[config.mk]
export PLATFORM = sky130hd
export DESIGN_NAME = ascon_block_sequencer
export DESIGN_NICKNAME = d
export VERILOG_FILES = /design/src/rtl/ascon_block_sequencer_pkg.sv /design/src/rtl/ascon_block_sequencer_ct_buffer.sv /design/src/rtl/ascon_block_sequencer.sv
export SDC_FILE = /design/constraint.sdc
export NUM_CORES = 1
export LEC_CHECK = 0
export CAP_MARGIN = 40
export CORE_AREA = 2 2 561 563
export CTS_CLUSTER_SIZE = 16
export DETAILED_ROUTE_END_ITERATION = 10
export DIE_AREA = 0 0 563 565
export GPL_ROUTABILITY_DRIVEN = 0
export RECOVER_POWER = 50
export SLEW_MARGIN = 0
export SYNTH_ARGS = -nofsm -noshare
export SYNTH_HDL_FRONTEND = slang
export SYNTH_SLANG_ARGS = --single-unit
[constraint.sdc]
create_clock -name clk -period 17.8 [get_ports clk]
set_input_delay 3.56 -clock clk [delete_from_list [all_inputs] [get_ports clk]]
set_output_delay 3.56 -clock clk [all_outputs]
set_load 0.02 [all_outputs]
[src/rtl/ascon_block_sequencer_pkg.sv]
// Shared definitions for the Ascon-AEAD128 block sequencer: state encoding,
// block-class modes and the rate-block padding/masking helpers.
package ascon_block_sequencer_pkg;

    localparam logic         AD_MODE        = 1'b1;
    localparam logic         AE_MODE        = 1'b0;
    localparam logic [7:0]   PAD_BYTE       = 8'h01;
    localparam logic [4:0]   FULL_BYTES     = 5'd16;
    localparam logic [127:0] PAD_ONLY_BLOCK = 128'h1;

    typedef enum logic [2:0] {
        SEQ_IDLE     = 3'd0,
        SEQ_INIT     = 3'd1,
        SEQ_AD       = 3'd2,
        SEQ_AD_PAD   = 3'd3,
        SEQ_MSG      = 3'd4,
        SEQ_MSG_PAD  = 3'd5,
        SEQ_CT_WAIT  = 3'd6,
        SEQ_TAG_WAIT = 3'd7
    } ascon_seq_state;

    // What the core's next ciphertext pulse belongs to.
    typedef struct packed {
        logic [4:0] bytes;
        logic       last;
        logic       discard;
    } ct_side_t;

    // Keep bytes below 'bytes', place PAD_BYTE at index 'bytes', zero the rest.
    function automatic logic [127:0] pad_block(input logic [127:0] data, input logic [4:0] bytes);
        logic [127:0] blk;
        blk = 128'h0;
        for (int i = 0; i < 16; i++) begin
            if (5'(i) < bytes) begin
                blk[8*i +: 8] = data[8*i +: 8];
            end else if (5'(i) == bytes) begin
                blk[8*i +: 8] = PAD_BYTE;
            end else begin
                blk[8*i +: 8] = 8'h00;
            end
        end
        return blk;
    endfunction

    // Keep bytes below 'bytes' and force every byte above to zero.
    function automatic logic [127:0] mask_block(input logic [127:0] data, input logic [4:0] bytes);
        logic [127:0] blk;
        blk = 128'h0;
        for (int i = 0; i < 16; i++) begin
            if (5'(i) < bytes) begin
                blk[8*i +: 8] = data[8*i +: 8];
            end else begin
                blk[8*i +: 8] = 8'h00;
            end
        end
        return blk;
    endfunction

endpackage

[src/rtl/ascon_block_sequencer_ct_buffer.sv]
// One-entry ciphertext output register with its side register ({bytes, last,
// discard}) and the ct_pending flag that throttles new message blocks.
module ascon_ct_buffer
    import ascon_block_sequencer_pkg::*;
(
    input  logic         clk,
    input  logic         rst,
    input  logic         push_i,
    input  logic [4:0]   push_bytes_i,
    input  logic         push_last_i,
    input  logic         push_discard_i,
    input  logic [127:0] ct_data_i,
    input  logic         ct_valid_i,
    output logic         ct_pending_o,
    output logic [127:0] m_ct_data_o,
    output logic [4:0]   m_ct_bytes_o,
    output logic         m_ct_last_o,
    output logic         m_ct_valid_o,
    input  logic         m_ct_ready_i
);

    ct_side_t     side_q, side_d;
    logic         pending_q, pending_d;
    logic [127:0] data_q, data_d;
    logic [4:0]   bytes_q, bytes_d;
    logic         last_q, last_d;
    logic         valid_q, valid_d;

    // Buffer state registers.
    always_ff @(posedge clk or posedge rst) begin
        if (rst) begin
            side_q    <= '{bytes: 5'd0, last: 1'b0, discard: 1'b0};
            pending_q <= 1'b0;
            data_q    <= 128'h0;
            bytes_q   <= 5'd0;
            last_q    <= 1'b0;
            valid_q   <= 1'b0;
        end else begin
            side_q    <= side_d;
            pending_q <= pending_d;
            data_q    <= data_d;
            bytes_q   <= bytes_d;
            last_q    <= last_d;
            valid_q   <= valid_d;
        end
    end

    // Push, ciphertext load and sink handshake are mutually exclusive because
    // a push is only issued while nothing is pending.
    always_comb begin
        side_d    = side_q;
        pending_d = pending_q;
        data_d    = data_q;
        bytes_d   = bytes_q;
        last_d    = last_q;
        valid_d   = valid_q;
        if (push_i) begin
            side_d    = '{bytes: push_bytes_i, last: push_last_i, discard: push_discard_i};
            pending_d = 1'b1;
        end else if (ct_valid_i && pending_q && !valid_q) begin
            if (side_q.discard) begin
                pending_d = 1'b0;
            end else begin
                valid_d = 1'b1;
                data_d  = mask_block(ct_data_i, side_q.bytes);
                bytes_d = side_q.bytes;
                last_d  = side_q.last;
            end
        end else if (valid_q && m_ct_ready_i) begin
            valid_d   = 1'b0;
            pending_d = 1'b0;
        end else begin
            valid_d = valid_q;
        end
    end

    assign ct_pending_o = pending_q;
    assign m_ct_data_o  = data_q;
    assign m_ct_bytes_o = bytes_q;
    assign m_ct_last_o  = last_q;
    assign m_ct_valid_o = valid_q;

endmodule

[src/rtl/ascon_block_sequencer.sv]
// Stream front-end for the Ascon-AEAD128 core: pads AD/message beats into
// rate blocks, inserts the extra pad blocks, trims ciphertext, captures the tag.
module ascon_block_sequencer
    import ascon_block_sequencer_pkg::*;
(
    input  logic         clk,
    input  logic         rst,
    input  logic         start_i,
    input  logic         ad_empty_i,
    input  logic [127:0] key_i,
    input  logic [127:0] nonce_i,
    input  logic [127:0] s_ad_data_i,
    input  logic [4:0]   s_ad_bytes_i,
    input  logic         s_ad_last_i,
    input  logic         s_ad_valid_i,
    output logic         s_ad_ready_o,
    input  logic [127:0] s_msg_data_i,
    input  logic [4:0]   s_msg_bytes_i,
    input  logic         s_msg_last_i,
    input  logic         s_msg_valid_i,
    output logic         s_msg_ready_o,
    output logic         core_start_o,
    output logic [127:0] core_key_o,
    output logic [127:0] core_nonce_o,
    output logic [127:0] core_blk_data_o,
    output logic         core_blk_ad_o,
    output logic         core_blk_last_o,
    output logic         core_blk_valid_o,
    input  logic         core_blk_ready_i,
    input  logic [127:0] core_ct_data_i,
    input  logic         core_ct_valid_i,
    input  logic [127:0] core_tag_i,
    input  logic         core_tag_valid_i,
    output logic [127:0] m_ct_data_o,
    output logic [4:0]   m_ct_bytes_o,
    output logic         m_ct_last_o,
    output logic         m_ct_valid_o,
    input  logic         m_ct_ready_i,
    output logic [127:0] tag_o,
    output logic         busy_o,
    output logic         done_o
);

    ascon_seq_state state_q, state_d;
    logic [127:0]   key_q, key_d;
    logic [127:0]   nonce_q, nonce_d;
    logic           ad_empty_q, ad_empty_d;
    logic           core_start_q, core_start_d;
    logic           done_q, done_d;
    logic [127:0]   tag_q, tag_d;

    logic           ct_pending_s;
    logic           blk_hs_s;
    logic           push_s;
    logic [4:0]     push_bytes_s;
    logic           push_last_s;
    logic           push_discard_s;
    logic           ad_full_s;
    logic           msg_full_s;

    assign ad_full_s  = (s_ad_bytes_i == FULL_BYTES);
    assign msg_full_s = (s_msg_bytes_i == FULL_BYTES);
    assign blk_hs_s   = core_blk_valid_o && core_blk_ready_i;

    // State and sampled-context registers.
    always_ff @(posedge clk or posedge rst) begin
        if (rst) begin
            state_q      <= SEQ_IDLE;
            key_q        <= 128'h0;
            nonce_q      <= 128'h0;
            ad_empty_q   <= 1'b0;
            core_start_q <= 1'b0;
            done_q       <= 1'b0;
            tag_q        <= 128'h0;
        end else begin
            state_q      <= state_d;
            key_q        <= key_d;
            nonce_q      <= nonce_d;
            ad_empty_q   <= ad_empty_d;
            core_start_q <= core_start_d;
            done_q       <= done_d;
            tag_q        <= tag_d;
        end
    end

    // Next-state and context update.
    always_comb begin
        state_d      = state_q;
        key_d        = key_q;
        nonce_d      = nonce_q;
        ad_empty_d   = ad_empty_q;
        core_start_d = 1'b0;
        done_d       = 1'b0;
        tag_d        = tag_q;
        case (state_q)
            SEQ_IDLE: begin
                if (start_i) begin
                    key_d        = key_i;
                    nonce_d      = nonce_i;
                    ad_empty_d   = ad_empty_i;
                    core_start_d = 1'b1;
                    state_d      = SEQ_INIT;
                end else begin
                    state_d = SEQ_IDLE;
                end
            end
            SEQ_INIT: begin
                state_d = ad_empty_q ? SEQ_MSG : SEQ_AD;
            end
            SEQ_AD: begin
                if (blk_hs_s && s_ad_last_i) begin
                    state_d = ad_full_s ? SEQ_AD_PAD : SEQ_MSG;
                end else begin
                    state_d = SEQ_AD;
                end
            end
            SEQ_AD_PAD: begin
                state_d = blk_hs_s ? SEQ_MSG : SEQ_AD_PAD;
            end
            SEQ_MSG: begin
                if (blk_hs_s && s_msg_last_i) begin
                    state_d = msg_full_s ? SEQ_MSG_PAD : SEQ_CT_WAIT;
                end else begin
                    state_d = SEQ_MSG;
                end
            end
            SEQ_MSG_PAD: begin
                state_d = blk_hs_s ? SEQ_TAG_WAIT : SEQ_MSG_PAD;
            end
            SEQ_CT_WAIT: begin
                state_d = ct_pending_s ? SEQ_CT_WAIT : SEQ_TAG_WAIT;
            end
            SEQ_TAG_WAIT: begin
                if (core_tag_valid_i) begin
                    tag_d   = core_tag_i;
                    done_d  = 1'b1;
                    state_d = SEQ_IDLE;
                end else begin
                    state_d = SEQ_TAG_WAIT;
                end
            end
            default: begin
                state_d = SEQ_IDLE;
            end
        endcase
    end

    // Stream-to-core pass-through with the pad mux; a full last beat keeps
    // core_blk_last low because a separate pad block follows it.
    always_comb begin
        s_ad_ready_o     = 1'b0;
        s_msg_ready_o    = 1'b0;
        core_blk_valid_o = 1'b0;
        core_blk_data_o  = 128'h0;
        core_blk_ad_o    = AE_MODE;
        core_blk_last_o  = 1'b0;
        push_s           = 1'b0;
        push_bytes_s     = 5'd0;
        push_last_s      = 1'b0;
        push_discard_s   = 1'b0;
        case (state_q)
            SEQ_AD: begin
                s_ad_ready_o     = core_blk_ready_i;
                core_blk_valid_o = s_ad_valid_i;
                core_blk_data_o  = pad_block(s_ad_data_i, s_ad_bytes_i);
                core_blk_ad_o    = AD_MODE;
                core_blk_last_o  = s_ad_last_i && !ad_full_s;
            end
            SEQ_AD_PAD: begin
                core_blk_valid_o = 1'b1;
                core_blk_data_o  = PAD_ONLY_BLOCK;
                core_blk_ad_o    = AD_MODE;
                core_blk_last_o  = 1'b1;
            end
            SEQ_MSG: begin
                s_msg_ready_o    = core_blk_ready_i && !ct_pending_s;
                core_blk_valid_o = s_msg_valid_i && !ct_pending_s;
                core_blk_data_o  = pad_block(s_msg_data_i, s_msg_bytes_i);
                core_blk_ad_o    = AE_MODE;
                core_blk_last_o  = s_msg_last_i && !msg_full_s;
                push_s           = s_msg_valid_i && core_blk_ready_i && !ct_pending_s;
                push_bytes_s     = s_msg_bytes_i;
                push_last_s      = s_msg_last_i && !msg_full_s;
            end
            SEQ_MSG_PAD: begin
                core_blk_valid_o = !ct_pending_s;
                core_blk_data_o  = PAD_ONLY_BLOCK;
                core_blk_ad_o    = AE_MODE;
                core_blk_last_o  = 1'b1;
                push_s           = core_blk_ready_i && !ct_pending_s;
                push_last_s      = 1'b1;
                push_discard_s   = 1'b1;
            end
            default: begin
                core_blk_valid_o = 1'b0;
            end
        endcase
    end

    ascon_ct_buffer u_ct_buffer (
        .clk            (clk),
        .rst            (rst),
        .push_i         (push_s),
        .push_bytes_i   (push_bytes_s),
        .push_last_i    (push_last_s),
        .push_discard_i (push_discard_s),
        .ct_data_i      (core_ct_data_i),
        .ct_valid_i     (core_ct_valid_i),
        .ct_pending_o   (ct_pending_s),
        .m_ct_data_o    (m_ct_data_o),
        .m_ct_bytes_o   (m_ct_bytes_o),
        .m_ct_last_o    (m_ct_last_o),
        .m_ct_valid_o   (m_ct_valid_o),
        .m_ct_ready_i   (m_ct_ready_i)
    );

    assign core_start_o = core_start_q;
    assign core_key_o   = key_q;
    assign core_nonce_o = nonce_q;
    assign tag_o        = tag_q;
    assign done_o       = done_q;
    assign busy_o       = (state_q != SEQ_IDLE);

endmodule

Routing congestion:
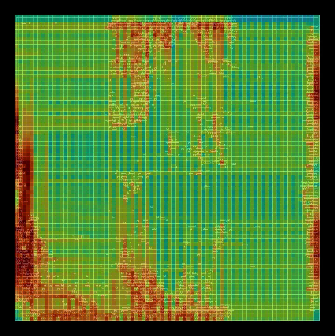
met2 usage: 21.3%
drt wl/cell: 32.9 microns
Global Route met3 Usage: 13.2%
all-layer global routing usage: 14.9%
grt met1 use: 14.8%

Signal wires on met1:
Supply wires on this layer in gray.
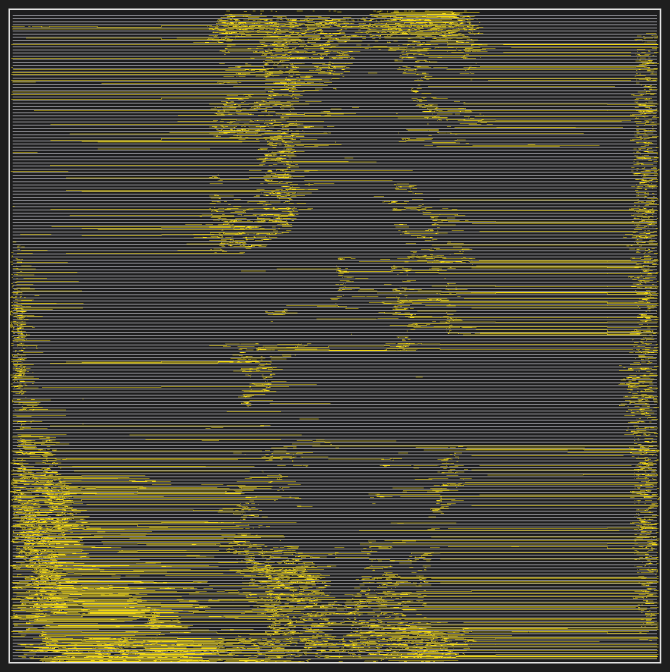
wire length on this layer = 83.6 mm
share of all routed wire = 34%
nets with wire on the layer = 3676

Cells colored by class:
The bar under the picture is 200 microns long. Fill, decap, tap and diode cells in gray.
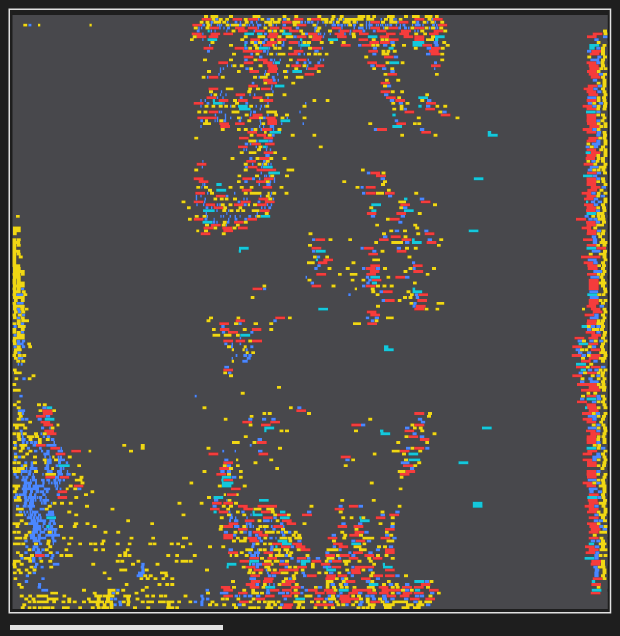
remaining logic cells -> blue  # cells 1162
clock drivers and dummy loads -> cyan  # cells 134
registers -> red  # cells 533
remaining buffers and delay cells -> yellow  # cells 1488

Signal wires on met4:
The bar under the picture is 200 microns long. Supply wires on this layer in gray.
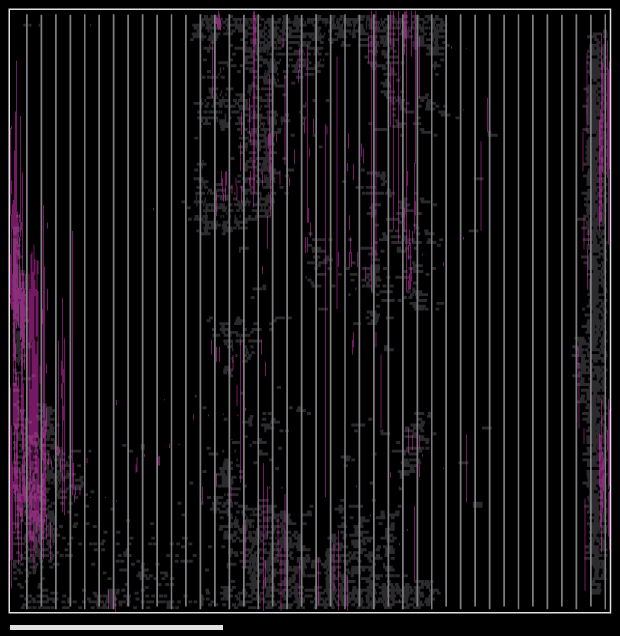
main direction = vertical
nets with wire on the layer = 262
share of all routed wire = 6.1%
longest straight run = 350 microns

==> results_dict.tcl <==
# yosys + openroad results
set metrics [dict create \
    status "complete, but fails checks" \
    violations "capacitance limit, slew limit" \
    numCtsBuffers 79 \
    ys.flop_type "dfrtp_1" \
    viasPerCell 3.08 \
    required_ns 18.50 \
    fmax_mhz 91.4 \
    drt_first_pass_iters 7 \
    wl_met2_mm 99.0 \
    holdPathStages 2 \
    grt_max_degree 157 \
    r2r_start "state_q[0]" \
    top_area_share_pct 60.4 \
    min_to "tag_o[93]" \
    diodes 70 \
    buffers 1488 \
    skew_ns 0.0811 \
    ys_cells 1799 \
    comb_area_share_pct 18.3 \
    cts_setup_buffers 0 \
    hold_ws_ns 0.474 \
    swShare_pct 45.7 \
    fp.dieW_microns 563 \
    placed_cell_area_sq_um 41700 \
    slowest_delay_ns 2.60 \
    ys_sh_mux_pct 13.3 \
    tns_ns 0 \
    synth.avg_cell_area_sq_um 12.3 \
    slowest_stage "clkbuf_1" \
    p_seq_share_pct 26.3 \
    htree_levels 3 \
    layout-drive-gt1-share_pct 12.7 \
    path_cells "dlygate4sd3_1 -> clkinvlp_4 -> clkbuf_1 -> clkbuf_1 -> clkbuf_1 -> clkbuf_1 -> buf_12" \
    synthSimpleGateAreaFrac_pct 10.2 \
    final-seq-area_sq_um 13300 \
    irDropWorstVdd_mv 0.0942 \
    max_slew_margin_pct -155 \
    clockPowerShare_pct 19.6 \
    slew_viol_final 480 \
    final_cell_mix "1182 x clkdlybuf4s50_1, 533 x dfrtp_1, 448 x nand2_1, 262 x dlygate4sd3_1, 228 x a22o_1" \
    aoi_share_pct 13.0 \
    clk_latency_ns 0.79 \
    die_h_microns 565 \
    leakage_nw 17.5 \
    vias 23200 \
    setup_viol 0 \
    cpMostUsedCell "clkbuf_1" \
    top_power_group "combinational logic" \
    cap_violations 9 \
    final_util_pct 14.2 \
    cell_internal_pwr_mw 4.38 \
    final-clk-cell-share_pct 5.80 \
    pin_count 1445 \
    endpoint "core_key_o[98]" \
    critPathLaunch "rst" \
    pwr.group.clock_mw 1.58 \
    buffer_area_share_pct 33.6 \
    largest_area_cell "dfrtp_1" \
    area_delta_synth_final_pct 100 \
    cp.arrival_ns 11.64 \
    ant_nets 0 \
    comb_power_share_pct 54.1 \
    ys_area_sq_um 22100 \
    pre_cts_ws_ns 7.69 \
    sequentialPower_mw 2.12 \
    ys_warn_count 0 \
    r2r-end "core_nonce_o[97]" \
    synth.distinct_cells 61 \
    final_area_sq_um 44300 \
    design.seq.count 533 \
    final_period_minus_worst_setup_slack_ns 10.94 \
    route.detailed.drc 0 \
    p_comb_mw 4.37 \
    synthesis.area_sq_um 22100 \
]
